### config.mk
export PLATFORM = sky130hd
export DESIGN_NAME = postfix_eval_ctrl
export DESIGN_NICKNAME = d
export VERILOG_FILES = /design/src/rtl/postfix_eval_pkg.sv /design/src/rtl/postfix_eval_alu.sv /design/src/rtl/postfix_eval_ctrl.sv
export SDC_FILE = /design/constraint.sdc
export NUM_CORES = 1
export LEC_CHECK = 0
export CORE_MARGIN = 2
export CORE_UTILIZATION = 49
export DETAILED_ROUTE_END_ITERATION = 12
export GPL_TIMING_DRIVEN = 0
export PLACE_DENSITY_LB_ADDON = 0.2
export SLEW_MARGIN = 20
export SYNTH_ARGS = -nofsm -noshare
export SYNTH_HDL_FRONTEND = slang
export SYNTH_SLANG_ARGS = --single-unit
### constraint.sdc
create_clock -name CLK -period 7.2 [get_ports CLK]
set_input_delay 0.72 -clock CLK [delete_from_list [all_inputs] [get_ports CLK]]
set_output_delay 0.72 -clock CLK [all_outputs]
set_load 0.1 [all_outputs]
### src/rtl/postfix_eval_pkg.sv
// Shared constants for the postfix evaluator: operator character codes, error codes, FSM states.
// The divide operator is only accepted when POSTFIX_EVAL_DIV_EN is defined.
package postfix_eval_pkg;

  localparam logic [7:0] ADD  = 8'd43;
  localparam logic [7:0] SUB  = 8'd45;
  localparam logic [7:0] MUL  = 8'd42;
  localparam logic [7:0] DIV  = 8'd47;
  localparam logic [7:0] LPAR = 8'd40;
  localparam logic [7:0] RPAR = 8'd41;

  localparam logic [2:0] ERR_OK      = 3'd0;
  localparam logic [2:0] ERR_UNDER   = 3'd1;
  localparam logic [2:0] ERR_OVER    = 3'd2;
  localparam logic [2:0] ERR_ILLEGAL = 3'd3;
  localparam logic [2:0] ERR_DEPTH   = 3'd4;
  localparam logic [2:0] ERR_DIVZERO = 3'd5;

  typedef enum logic [1:0] {RUN, EXEC, DONE, DRAIN} state_e;

endpackage

### src/rtl/postfix_eval_alu.sv
// Combinational operator unit: result = a <op> b, modulo 2^WIDTH.
// Unsigned divide exists only when POSTFIX_EVAL_DIV_EN is defined; otherwise '/' is illegal.
module postfix_eval_alu
  import postfix_eval_pkg::*;
#(
  parameter int WIDTH = 8
) (
  input  logic [7:0]       op,
  input  logic [WIDTH-1:0] a,
  input  logic [WIDTH-1:0] b,
  output logic [WIDTH-1:0] result,
  output logic             illegal,
  output logic             divzero
);

  always_comb begin
    result  = '0;
    illegal = 1'b0;
    divzero = 1'b0;
    case (op)
      ADD: result = a + b;
      SUB: result = a - b;
      MUL: result = a * b;
`ifdef POSTFIX_EVAL_DIV_EN
      DIV: begin
        if (b == '0) divzero = 1'b1;
        else         result  = a / b;
      end
`endif
      default: illegal = 1'b1;
    endcase
  end

endmodule

### src/rtl/postfix_eval_ctrl.sv
// Postfix expression sequencer: operand stack, token handshake and one result per expression.
// Optional '/' support is selected with POSTFIX_EVAL_DIV_EN.
//   state | meaning
//   RUN   | accept tokens; operands push, operators latch and move to EXEC
//   EXEC  | apply latched operator to the top two entries (stalls input)
//   DONE  | publish result/error, clear stack and error
//   DRAIN | error latched; discard tokens until tok_last
module postfix_eval_ctrl
  import postfix_eval_pkg::*;
#(
  parameter int WIDTH = 8,
  parameter int DEPTH = 11
) (
  input  logic                       CLK,
  input  logic                       RST,
  input  logic                       tok_valid,
  output logic                       tok_ready,
  input  logic                       tok_is_op,
  input  logic [7:0]                 tok_data,
  input  logic                       tok_last,
  output logic                       res_valid,
  output logic [WIDTH-1:0]           res_data,
  output logic [2:0]                 res_err,
  output logic [$clog2(DEPTH+1)-1:0] stack_level
);

  localparam int SPW = $clog2(DEPTH + 1);
  localparam logic [SPW-1:0] SP_FULL = SPW'(DEPTH);
  localparam logic [SPW-1:0] SP_ONE  = SPW'(1);
  localparam logic [SPW-1:0] SP_TWO  = SPW'(2);

  state_e           state_q, state_d;
  logic [SPW-1:0]   sp_q, sp_d;
  logic [2:0]       err_q, err_d;
  logic [7:0]       op_q, op_d;
  logic             last_q, last_d;
  logic             res_valid_q, res_valid_d;
  logic [WIDTH-1:0] res_data_q, res_data_d;
  logic [2:0]       res_err_q, res_err_d;

  logic [WIDTH-1:0] stack_q [DEPTH];
  logic             wr_en;
  logic [SPW-1:0]   wr_idx;
  logic [WIDTH-1:0] wr_data;

  logic [WIDTH-1:0] top_val, next_val, alu_res;
  logic [7:0]       alu_op;
  logic             alu_illegal, alu_divzero;
  logic             accept;

  assign tok_ready   = !RST && (state_q == RUN || state_q == DRAIN);
  assign accept      = tok_valid && tok_ready;
  assign res_valid   = res_valid_q;
  assign res_data    = res_data_q;
  assign res_err     = res_err_q;
  assign stack_level = sp_q;

  assign top_val  = (sp_q >= SP_ONE) ? stack_q[sp_q - SP_ONE] : '0;
  assign next_val = (sp_q >= SP_TWO) ? stack_q[sp_q - SP_TWO] : '0;
  // In RUN the ALU only screens the incoming operator code for legality.
  assign alu_op   = (state_q == EXEC) ? op_q : tok_data;

  postfix_eval_alu #(.WIDTH(WIDTH)) u_alu (
    .op      (alu_op),
    .a       (next_val),
    .b       (top_val),
    .result  (alu_res),
    .illegal (alu_illegal),
    .divzero (alu_divzero)
  );

  always_comb begin
    state_d     = state_q;
    sp_d        = sp_q;
    err_d       = err_q;
    op_d        = op_q;
    last_d      = last_q;
    res_valid_d = 1'b0;
    res_data_d  = res_data_q;
    res_err_d   = res_err_q;
    wr_en       = 1'b0;
    wr_idx      = sp_q;
    wr_data     = WIDTH'(tok_data);
    case (state_q)
      RUN: begin
        if (accept) begin
          if (!tok_is_op) begin
            if (sp_q == SP_FULL) begin
              err_d   = ERR_OVER;
              state_d = tok_last ? DONE : DRAIN;
            end else begin
              wr_en   = 1'b1;
              sp_d    = sp_q + SP_ONE;
              state_d = tok_last ? DONE : RUN;
            end
          end else if (alu_illegal) begin
            err_d   = ERR_ILLEGAL;
            state_d = tok_last ? DONE : DRAIN;
          end else if (sp_q < SP_TWO) begin
            err_d   = ERR_UNDER;
            state_d = tok_last ? DONE : DRAIN;
          end else begin
            op_d    = tok_data;
            last_d  = tok_last;
            state_d = EXEC;
          end
        end
      end
      EXEC: begin
        if (alu_divzero) begin
          err_d   = ERR_DIVZERO;
          state_d = last_q ? DONE : DRAIN;
        end else begin
          wr_en   = 1'b1;
          wr_idx  = sp_q - SP_TWO;
          wr_data = alu_res;
          sp_d    = sp_q - SP_ONE;
          state_d = last_q ? DONE : RUN;
        end
      end
      DRAIN: begin
        if (accept && tok_last) state_d = DONE;
      end
      DONE: begin
        res_valid_d = 1'b1;
        res_data_d  = '0;
        if (err_q != ERR_OK)    res_err_d = err_q;
        else if (sp_q != SP_ONE) res_err_d = ERR_DEPTH;
        else begin
          res_err_d  = ERR_OK;
          res_data_d = top_val;
        end
        sp_d    = '0;
        err_d   = ERR_OK;
        state_d = RUN;
      end
      default: state_d = RUN;
    endcase
  end

  always_ff @(posedge CLK) begin
    if (RST) begin
      state_q     <= RUN;
      sp_q        <= '0;
      err_q       <= ERR_OK;
      op_q        <= '0;
      last_q      <= 1'b0;
      res_valid_q <= 1'b0;
      res_data_q  <= '0;
      res_err_q   <= ERR_OK;
    end else begin
      state_q     <= state_d;
      sp_q        <= sp_d;
      err_q       <= err_d;
      op_q        <= op_d;
      last_q      <= last_d;
      res_valid_q <= res_valid_d;
      res_data_q  <= res_data_d;
      res_err_q   <= res_err_d;
    end
  end

  // Stack contents need no reset: sp bounds every read.
  always_ff @(posedge CLK) begin
    if (wr_en) stack_q[wr_idx] <= wr_data;
  end

endmodule

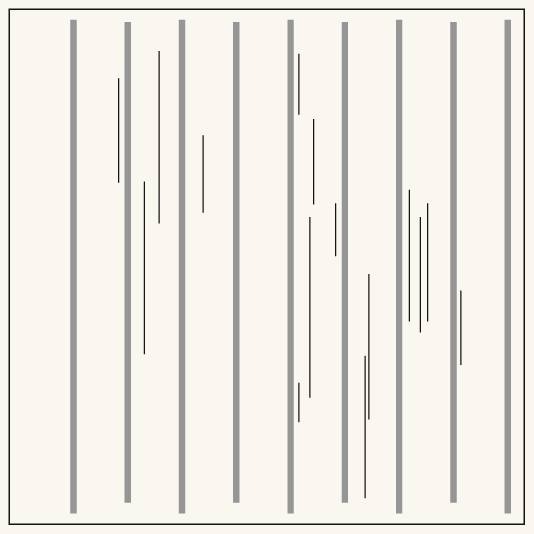
Fig. 1. M4 wires.
Scale: 4 px per µm. Supply wires on this layer in gray.
- share of all routed wire: 2.1%
- wire length on this layer: 414 µm
DRT Wirelength: 19940 µm
via count: 5537

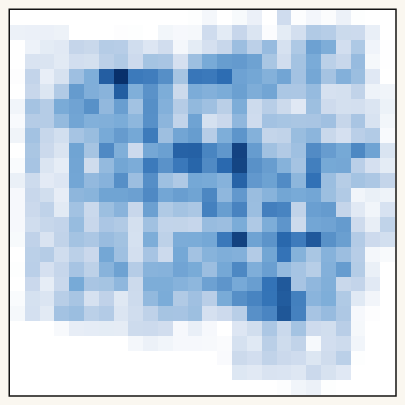
Fig. 2. Wiring heat map.
Scale: 3 px per µm. 26 x 26 tiles, from white (low) to dark blue (high), scaled to the fullest tile. Values are wire area over tile area, all layers added.
- fullest tile: 0.66
- densest ninth of the die: middle
- emptiest ninth of the die: bottom left

==> results.yml <==
# generated from flow reports
grt:
  busiest_layer: "met2"
  use_met2_pct: 41.68
  grt_pass1_wl_um: 30400
  met1_usage_pct: 32.78
detailed_routing:
  met2_wirelength_um: 9774
  wl_met1_um: 8577
  met3_length_um: 1169
setup_path:
  cpMaxStageDelayCell: "fa_1"
  reg2reg_depth: 23
  cp-endpoint: "stack_q[7][7]"
  critPathArrivalTime_ns: 7.00
timing:
  hold_viol_final: 0
  setup_ws_ns: 0.3292
  final.setup.tns_ns: 0
  clock_skew_ns: 0.006053
  finalCriticalPeriod_ns: 6.871
yosys:
  top_cells_by_area: "edfxtp_1 35%, dfxtp_1 7.7%, ha_1 5.9%, mux2i_1 5.8%, mux4_2 4.8%"
  ys_seq_elements: 117
  syn_area_per_cell_um2: 11.49
  synth.distinct_cells: 69
  top_cell: "edfxtp_1"
  synth_cells: 660
  ys_sh_simple_pct: 12.69
  yosys.area_share.adder_pct: 9.374
  xor_share_pct: 4.077
  ys_cells: 660
finish:
  layout.cells.most_common: "edfxtp_1"
  nFillCells: 1237
  final_area_um2: 8870
  mi_logic_area_um2: 4136
  utilization_pct: 58.56
  syn2layout_area_growth_pct: 17.00
  num_antenna_cells: 0
  regMostFlops: "stack_q"
  final_cell_count_no_fill: 909
placement:
  port_buffers: 29
  placedCellCount: 877
  place_ws_ns: -0.7925
  placed_area_um2: 8114
min_path:
  min_to: "res_err[2]"
floorplan:
  fp.coreArea_um2: 15150
  die_w_um: 128.4
  die_area_um2: 16480
  die_h_um: 128.4
clock_tree:
  cts_tree: "done"
  ctsHoldBuffers: 0
  cts-root-buf: "clkbuf_16"
  cts.sinks: 117
status:
  status: "finished clean"
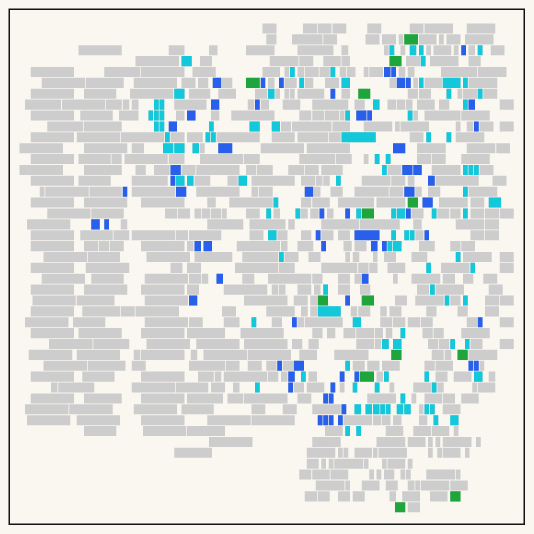
Fig. 3. Gate families picked out.
Scale: 4 px per µm.
- non-inverting ao/oa cells: green (cells 13; most used a21o_1)
- nor cells: cyan (cells 105; most used nor2_1)
- nand cells: blue (cells 64; most used nand2_1)

cell type report:
type                            instances  area share [%]
Sequential cell                       117           36.37
Tap cell                              188           2.652
Timing Repair Buffer                   31           3.442
Multi-Input combinational cell        467           46.64
Inverter                               39           1.679
Clock inverter                         14           1.961
Clock buffer                           17           4.796
Buffer                                 36           2.469
critical path, delay by kind of cell, from the launching register on:
family	cells	cell delay [ns]
fa+ha+maj	5	2.05
buf+inv	7	1.33
xor+xnor	3	1.05
compound gates	3	0.68
mux	2	0.66
simple gates	3	0.40
flops	1	0.38
power by group:
group          internal, mW  switching [mW]
clock                 0.545           0.323
combinational          1.12            1.64
sequential            0.772          0.0261
Power is estimated from default activity; no workload was simulated.
